<file path="config.mk">
export PLATFORM = sky130hd
export DESIGN_NAME = alu_issue
export DESIGN_NICKNAME = d
export VERILOG_FILES = /design/src/rtl/alu_issue_pkg.sv /design/src/rtl/alu_issue_skid_buffer.sv /design/src/rtl/alu_issue.sv
export SDC_FILE = /design/constraint.sdc
export NUM_CORES = 1
export LEC_CHECK = 0
export ABC_AREA = 1
export CAP_MARGIN = 20
export CORE_MARGIN = 2
export CORE_UTILIZATION = 54
export CTS_BUF_LIST = sky130_fd_sc_hd__clkbuf_8
export CTS_CLUSTER_SIZE = 10
export DETAILED_ROUTE_END_ITERATION = 8
export PLACE_DENSITY = 0.83
export REMOVE_ABC_BUFFERS = 1
export SLEW_MARGIN = 10
export SYNTH_ARGS = -nofsm -noshare
export SYNTH_HDL_FRONTEND = slang
export SYNTH_HIERARCHICAL = 1
export SYNTH_SLANG_ARGS = --single-unit
</file>
<file path="constraint.sdc">
create_clock -name clk -period 1.65 [get_ports clk]
set_input_delay 0.165 -clock clk [delete_from_list [all_inputs] [get_ports clk]]
set_output_delay 0.165 -clock clk [all_outputs]
set_load 0.02 [all_outputs]
</file>
<file path="src/rtl/alu_issue_pkg.sv">
// alu_issue_pkg: ALU operator codes, RV32I decode constants and the
// layout of the bundle handed from the issue stage to the ALU.
package alu_issue_pkg;

    localparam int ALU_OP_WIDTH = 4;

    // ALU operator codes; the branch comparisons share the ALU with arithmetic.
    typedef enum logic [ALU_OP_WIDTH-1:0] {
        ALU_OP_ADD  = 4'd0,
        ALU_OP_SUB  = 4'd1,
        ALU_OP_SLL  = 4'd2,
        ALU_OP_SLT  = 4'd3,
        ALU_OP_SLTU = 4'd4,
        ALU_OP_XOR  = 4'd5,
        ALU_OP_SRL  = 4'd6,
        ALU_OP_SRA  = 4'd7,
        ALU_OP_OR   = 4'd8,
        ALU_OP_AND  = 4'd9,
        ALU_OP_SEQ  = 4'd10,
        ALU_OP_SNE  = 4'd11,
        ALU_OP_SGE  = 4'd12,
        ALU_OP_SGEU = 4'd13
    } aluOp_e;

    // RV32I major opcodes handled by this stage.
    localparam logic [6:0] OPC_OP     = 7'b0110011;
    localparam logic [6:0] OPC_OP_IMM = 7'b0010011;
    localparam logic [6:0] OPC_BRANCH = 7'b1100011;
    localparam logic [6:0] OPC_LUI    = 7'b0110111;
    localparam logic [6:0] OPC_AUIPC  = 7'b0010111;

    // funct3 values for OP / OP-IMM.
    localparam logic [2:0] F3_ADD_SUB = 3'b000;
    localparam logic [2:0] F3_SLL     = 3'b001;
    localparam logic [2:0] F3_SLT     = 3'b010;
    localparam logic [2:0] F3_SLTU    = 3'b011;
    localparam logic [2:0] F3_XOR     = 3'b100;
    localparam logic [2:0] F3_SRL_SRA = 3'b101;
    localparam logic [2:0] F3_OR      = 3'b110;
    localparam logic [2:0] F3_AND     = 3'b111;

    // funct3 values for BRANCH.
    localparam logic [2:0] F3_BEQ  = 3'b000;
    localparam logic [2:0] F3_BNE  = 3'b001;
    localparam logic [2:0] F3_BRSV0 = 3'b010;
    localparam logic [2:0] F3_BRSV1 = 3'b011;
    localparam logic [2:0] F3_BLT  = 3'b100;
    localparam logic [2:0] F3_BGE  = 3'b101;
    localparam logic [2:0] F3_BLTU = 3'b110;
    localparam logic [2:0] F3_BGEU = 3'b111;

    // funct7 values: base encoding and the SUB/SRA alternate.
    localparam logic [6:0] F7_BASE = 7'h00;
    localparam logic [6:0] F7_ALT  = 7'h20;

    // Everything the ALU and writeback need for one instruction.
    typedef struct packed {
        aluOp_e      aluOp;
        logic [31:0] imm;
        logic [31:0] operand1;
        logic [31:0] operand2;
        logic [31:0] pc;
        logic [4:0]  rd;
        logic        we;
        logic        isBranch;
        logic        illegal;
    } issueBundle_t;

    localparam int BUNDLE_WIDTH = $bits(issueBundle_t);

    // Arithmetic operator for OP / OP-IMM; alt selects SUB or SRA.
    function automatic aluOp_e arithOp(input logic [2:0] funct3, input logic alt);
        aluOp_e op;
        case (funct3)
            F3_ADD_SUB: op = alt ? ALU_OP_SUB : ALU_OP_ADD;
            F3_SLL:     op = ALU_OP_SLL;
            F3_SLT:     op = ALU_OP_SLT;
            F3_SLTU:    op = ALU_OP_SLTU;
            F3_XOR:     op = ALU_OP_XOR;
            F3_SRL_SRA: op = alt ? ALU_OP_SRA : ALU_OP_SRL;
            F3_OR:      op = ALU_OP_OR;
            default:    op = ALU_OP_AND;
        endcase
        return op;
    endfunction

    // Comparison operator for BRANCH; reserved funct3 values fall back to ADD.
    function automatic aluOp_e branchOp(input logic [2:0] funct3);
        aluOp_e op;
        case (funct3)
            F3_BEQ:  op = ALU_OP_SEQ;
            F3_BNE:  op = ALU_OP_SNE;
            F3_BLT:  op = ALU_OP_SLT;
            F3_BGE:  op = ALU_OP_SGE;
            F3_BLTU: op = ALU_OP_SLTU;
            F3_BGEU: op = ALU_OP_SGEU;
            default: op = ALU_OP_ADD;
        endcase
        return op;
    endfunction

endpackage

</file>
<file path="src/rtl/alu_issue_skid_buffer.sv">
// skid_buffer: two-entry register slice. The main entry drives the output;
// the skid entry catches a beat that arrives while main is stalled, which
// lets in_ready come straight from a flop.
module skid_buffer #(
    parameter int WIDTH = 8
) (
    input  logic             clk,
    input  logic             rst_n,
    input  logic             flush,
    input  logic             in_valid,
    output logic             in_ready,
    input  logic [WIDTH-1:0] in_data,
    output logic             out_valid,
    input  logic             out_ready,
    output logic [WIDTH-1:0] out_data
);

    logic             r_mainValid;
    logic [WIDTH-1:0] r_mainData;
    logic             r_skidValid;
    logic [WIDTH-1:0] r_skidData;
    logic             w_accept;
    logic             w_consume;

    assign in_ready  = !r_skidValid;
    assign out_valid = r_mainValid;
    assign out_data  = r_mainData;
    assign w_accept  = in_valid && !r_skidValid;
    assign w_consume = r_mainValid && out_ready;

    // Advance the two entries in FIFO order; flush wipes both and drops the incoming beat.
    always_ff @(posedge clk or negedge rst_n) begin
        if (!rst_n) begin
            r_mainValid <= 1'b0;
            r_mainData  <= '0;
            r_skidValid <= 1'b0;
            r_skidData  <= '0;
        end else if (flush) begin
            r_mainValid <= 1'b0;
            r_skidValid <= 1'b0;
        end else if (r_mainValid && !w_consume) begin
            if (w_accept) begin
                r_skidValid <= 1'b1;
                r_skidData  <= in_data;
            end
        end else if (r_skidValid) begin
            r_mainValid <= 1'b1;
            r_mainData  <= r_skidData;
            r_skidValid <= 1'b0;
        end else if (w_accept) begin
            r_mainValid <= 1'b1;
            r_mainData  <= in_data;
        end else begin
            r_mainValid <= 1'b0;
        end
    end

endmodule

</file>
<file path="src/rtl/alu_issue.sv">
// alu_issue: decodes one RV32I instruction per beat into the ALU input
// bundle and registers it through a skid buffer.
module alu_issue
    import alu_issue_pkg::*;
#(
    parameter int XLEN = 32
) (
    input  logic                    clk,
    input  logic                    rst_n,
    input  logic                    in_valid,
    output logic                    in_ready,
    input  logic [31:0]             in_inst,
    input  logic [XLEN-1:0]         in_pc,
    output logic [4:0]              rs1_addr,
    output logic [4:0]              rs2_addr,
    input  logic [XLEN-1:0]         rs1_data,
    input  logic [XLEN-1:0]         rs2_data,
    input  logic                    flush,
    output logic                    out_valid,
    input  logic                    out_ready,
    output logic [ALU_OP_WIDTH-1:0] out_operator,
    output logic [XLEN-1:0]         out_imm,
    output logic [XLEN-1:0]         out_operand1,
    output logic [XLEN-1:0]         out_operand2,
    output logic [XLEN-1:0]         out_pc,
    output logic [4:0]              out_rd,
    output logic                    out_we,
    output logic                    out_is_branch,
    output logic                    out_illegal
);

    logic [6:0]   w_opcode;
    logic [2:0]   w_funct3;
    logic [6:0]   w_funct7;
    logic [4:0]   w_rd;
    logic [31:0]  w_immI;
    logic [31:0]  w_immB;
    logic [31:0]  w_immU;
    logic         w_legal;
    logic         w_writesRd;
    issueBundle_t w_decoded;
    issueBundle_t w_outBundle;

    assign rs1_addr = in_inst[19:15];
    assign rs2_addr = in_inst[24:20];
    assign w_opcode = in_inst[6:0];
    assign w_funct3 = in_inst[14:12];
    assign w_funct7 = in_inst[31:25];
    assign w_rd     = in_inst[11:7];
    assign w_immI   = {{20{in_inst[31]}}, in_inst[31:20]};
    assign w_immB   = {{19{in_inst[31]}}, in_inst[31], in_inst[7], in_inst[30:25], in_inst[11:8], 1'b0};
    assign w_immU   = {in_inst[31:12], 12'b0};

    // Decode the incoming instruction; unsupported encodings collapse to a zeroed ADD.
    always_comb begin
        w_decoded       = '0;
        w_decoded.aluOp = ALU_OP_ADD;
        w_decoded.pc    = in_pc;
        w_decoded.rd    = w_rd;
        w_legal         = 1'b0;
        w_writesRd      = 1'b0;
        case (w_opcode)
            OPC_OP: begin
                w_decoded.aluOp    = arithOp(w_funct3, w_funct7 == F7_ALT);
                w_decoded.imm      = {27'b0, rs2_data[4:0]};
                w_decoded.operand1 = rs1_data;
                w_decoded.operand2 = rs2_data;
                w_writesRd         = 1'b1;
                w_legal            = (w_funct7 == F7_BASE) ||
                                     ((w_funct7 == F7_ALT) &&
                                      ((w_funct3 == F3_ADD_SUB) || (w_funct3 == F3_SRL_SRA)));
            end
            OPC_OP_IMM: begin
                w_decoded.aluOp    = arithOp(w_funct3, (w_funct3 == F3_SRL_SRA) && (w_funct7 == F7_ALT));
                w_decoded.imm      = w_immI;
                w_decoded.operand1 = rs1_data;
                w_decoded.operand2 = w_immI;
                w_writesRd         = 1'b1;
                case (w_funct3)
                    F3_SLL:     w_legal = (w_funct7 == F7_BASE);
                    F3_SRL_SRA: w_legal = (w_funct7 == F7_BASE) || (w_funct7 == F7_ALT);
                    default:    w_legal = 1'b1;
                endcase
            end
            OPC_BRANCH: begin
                w_decoded.aluOp    = branchOp(w_funct3);
                w_decoded.imm      = w_immB;
                w_decoded.operand1 = rs1_data;
                w_decoded.operand2 = rs2_data;
                w_decoded.isBranch = 1'b1;
                w_legal            = (w_funct3 != F3_BRSV0) && (w_funct3 != F3_BRSV1);
            end
            OPC_LUI: begin
                w_decoded.imm      = w_immU;
                w_decoded.operand2 = w_immU;
                w_writesRd         = 1'b1;
                w_legal            = 1'b1;
            end
            OPC_AUIPC: begin
                w_decoded.imm      = w_immU;
                w_decoded.operand1 = in_pc;
                w_decoded.operand2 = w_immU;
                w_writesRd         = 1'b1;
                w_legal            = 1'b1;
            end
            default: begin
                w_legal = 1'b0;
            end
        endcase
        if (!w_legal) begin
            w_decoded.aluOp    = ALU_OP_ADD;
            w_decoded.imm      = '0;
            w_decoded.operand1 = '0;
            w_decoded.operand2 = '0;
            w_decoded.isBranch = 1'b0;
        end
        w_decoded.illegal = !w_legal;
        w_decoded.we      = w_legal && w_writesRd && (w_rd != 5'd0);
    end

    skid_buffer #(
        .WIDTH (BUNDLE_WIDTH)
    ) u_skid (
        .clk       (clk),
        .rst_n     (rst_n),
        .flush     (flush),
        .in_valid  (in_valid),
        .in_ready  (in_ready),
        .in_data   (w_decoded),
        .out_valid (out_valid),
        .out_ready (out_ready),
        .out_data  (w_outBundle)
    );

    assign out_operator  = w_outBundle.aluOp;
    assign out_imm       = w_outBundle.imm;
    assign out_operand1  = w_outBundle.operand1;
    assign out_operand2  = w_outBundle.operand2;
    assign out_pc        = w_outBundle.pc;
    assign out_rd        = w_outBundle.rd;
    assign out_we        = w_outBundle.we;
    assign out_is_branch = w_outBundle.isBranch;
    assign out_illegal   = w_outBundle.illegal;

endmodule
</file>
**Power grid**

The bar under the picture is 50 microns long. Pins as bars on the die edge. Tap cells in gray.
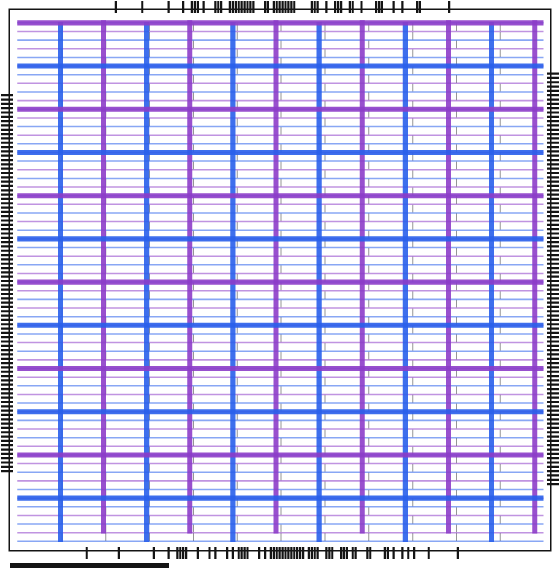
[blue] VSS
[purple] VDD
met5 straps: 12
met4 straps: 12
signal pins: 285

**Placement by cell class**

The bar under the picture is 50 microns long.
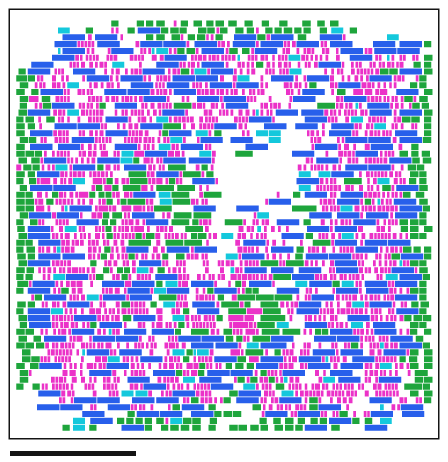
[cyan] clock drivers and dummy loads | cells: 85
[magenta] remaining logic cells | cells: 1695
[green] remaining buffers and delay cells | cells: 390
[blue] registers | cells: 282
Layout Utilization: 0.731
core region area: 27000 sq um
fraction of area in registers: 0.357
cell area after layout: 19800 sq um
Rows: 60

**Clock distribution**

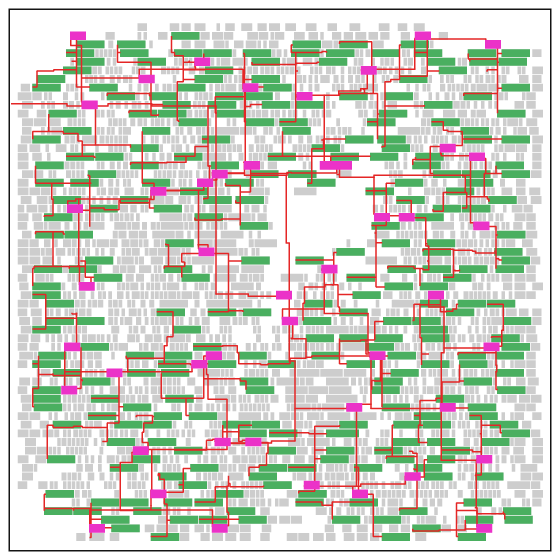
[green] flip-flops | count: 282
[red] clock wires | length: 3750 microns
[magenta] clock-net drivers | count: 47
routed clock nets: 48
flops lie: spread over the die

**Wiring by layer**

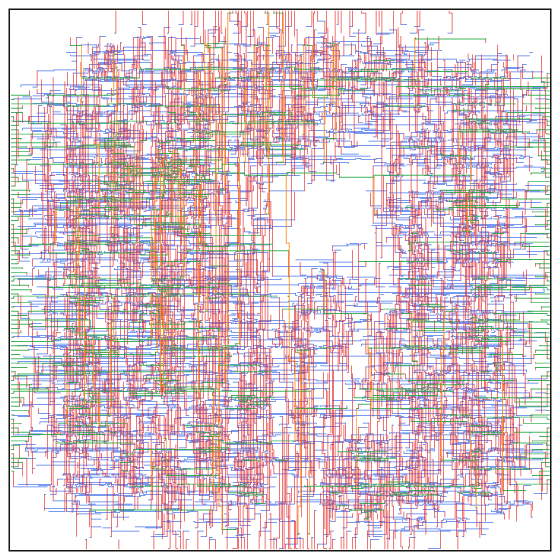
[orange] M4 | wire length: 2060 microns
[green] M3 | wire length: 5080 microns
[blue] M1 | wire length: 18900 microns
[red] M2 | wire length: 22.9 mm

**Track usage over the die**

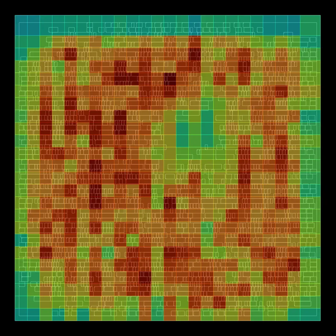
met3 Track Usage GR: 0.0560
Wirelength per Cell: 17.5 microns
met1 Use GR: 0.432
Total GRT Usage: 0.333

==> flow_summary.toml <==
# implementation run metrics
[run_status]
status = "complete, but fails checks"
violations = "negative setup slack"

[final_layout]
ff_latch_area_sq_um = 7060
layout_top_cell = "nand2_1"
final_layout_top_logic_cells = "nand2_1 (1030), nand3_1 (288), dfrtp_1 (281)"
fillers = 2121
comb_area_sq_um = 6930
drive_gt1_frac = 0.108
nets = 2549
area_growth_pct = 32.9

[place]
dp_slack_ns = -0.676
dp_hpwl_microns = 30200
place_congestion = 0.919
io_buffer_count = 284

[routing]
ant_nets = 0
drt-initial-drc-count = 2119
via_count = 15900
route.detailed.drc = 0
wl_microns = 49000
viasPerCell = 5.68
firstDrtPassIters = 6

[sta]
rsz0062_at_grt = "yes"
skew_ns = 0.0343
finalSetupViolCount = 1
whs_ns = 0.135
fin_crit_sh = 1.01
setup_slack_ns = -0.00872
fmax_ghz = 0.603
min_period_ns = 1.66
hold_viol = 0
drv_slew = 0
max_slew.worst_pin.slew_ns = 0.603
relSlewSlack = 0.598
tns_ns = -0.00872

[yosys]
synthTopCellsByArea = "dfrtp_1 (47%), nand2_1 (26%), nand3_1 (9.7%), nor2_1 (4.4%), buf_2 (3.4%)"
synth-seq-area-share = 0.474
ys_cells = 2140
synth.distinct_cells = 22
async_flop_share = 1.00
syn_avg_cell_area_sq_um = 6.95
edf_count = 0
top_cell = "nand2_1"
synth_area_sq_um = 14900
yosys.area.top_type = "dfrtp_1"
yosys_area_sq_um = 14900
top_area_frac = 0.474
syn_inst = 2140
flop_cell = "dfrtp_1"
numSynthFlops = 282
common_cells = "nand2_1 (1035), nand3_1 (289), dfrtp_1 (282)"
yosysWarnings = 6

[worst_setup_path]
cp_max_fo = 28
crit_arrival_ns = 2.10
start_kind = "input port"
required_ns = 2.09
r2r-end = "u_skid/r_skidData[129]"
ff2ff_path_depth = 5
reg2reg_slack_ns = 0.08
end_kind = "flip-flop"
r2r_start = "u_skid/r_skidValid"
crit_type = "input port to flip-flop"

[cts]
cts.sinks = 282
cts.path.max_buffers = 3
clock.latency.late_pin_ns = 0.58
ctsResizeCount = 157
cts_setup_buffers = 3
htree_levels = 2
clock-root-buffer = "clkbuf_8"
cts_tree = "done"
clk_pin_slew_ns = 0.07
cts_buffers = 47
cts_hold_buf = 1

[power_and_ir_drop]
total_power_mw = 16.2
peakVddDrop_mv = 0.541
p_leak_nw = 11.1
power_density_nw_per_um2 = 820

[job]
openroad.warnings = 26
maxCapViolCount = 0

[floorplan]
die_h_microns = 170
chip_area_sq_um = 28900
fp.dieW_microns = 170
io_pins = 285
floorplan.core_util = 0.550

[global_routing]
grt_max_degree = 78
grt_pass1_vias = 15500
grt_remaining_overflow = 0
antenna_found_initial = 1
grt_pass1_wl_microns = 77600

[worst_hold_path]
hold_path.class = "input port to asynchronous set/reset pin"
[kinds of logic after synthesis]
family,share of synthesized area
compound gates,0.0399
simple gates,0.411
flops,0.474
buf+inv,0.0750
[critical path: stages]
cell and delay (ns):
clkdlybuf4s50_1 0.51, inv_2 0.04, nand2_2 0.10, inv_2 0.05, nand2_1 0.13, nor2_4 0.05, nand3_2 0.07, nand2_2 0.07
nor2_4 0.15, buf_12 0.15, buf_12 0.21, nor2_4 0.07, nand2_1 0.08, nand2_1 0.05, nand3_1 0.12, nand2_1 0.08
[how the worst max path moves through the flow]
stage,endpoint,startpoint
final,u_skid/out_data[124],in_inst[6]
after global routing,u_skid/out_data[120],in_inst[3]
after floorplan,u_skid/out_data[0],u_skid/r_skidValid
after CTS,u_skid/out_data[128],in_inst[1]
after global placement,u_skid/out_data[42],in_inst[3]
after detailed placement,u_skid/out_data[43],in_inst[2]
[stage by stage]
step	std cells	area [sq um]	utilization
after floorplan	1977	14000	-
after global placement	2699	18600	0.688
after detailed placement	2699	18600	0.688
after CTS	2789	19500	0.722
after global routing	2793	19800	0.731
final	2796	19800	0.731
[power breakdown]
| part | switching [mW] | internal, mW | total, mW | leakage (nW) |
|---|---|---|---|---|
| sequential | 0.217 | 7.31 | 7.53 | 3.83 |
| clock | 2.87 | 3.53 | 6.41 | 0.567 |
| combinational | 1.38 | 0.897 | 2.27 | 6.72 |
[per-layer routing]
metal  up-vias  routed length, microns  global-route usage
met5         -                       0                   0
met4         0                    2060               0.149
met3       189                    5080              0.0560
met2      1057                   22900               0.552
met1      7402                   18900               0.432
li1       7245                       -                   -
[layout make-up]
class,count,area share
inverters,74,0.0144
clock buffers,66,0.0460
flip-flops and latches,282,0.357
repair buffers,390,0.206
clock inverters,19,0.00399
well taps,341,0.0216
multi-input cells,1621,0.351
diodes,3,0.000380
Power and IR drop assume default switching activity.
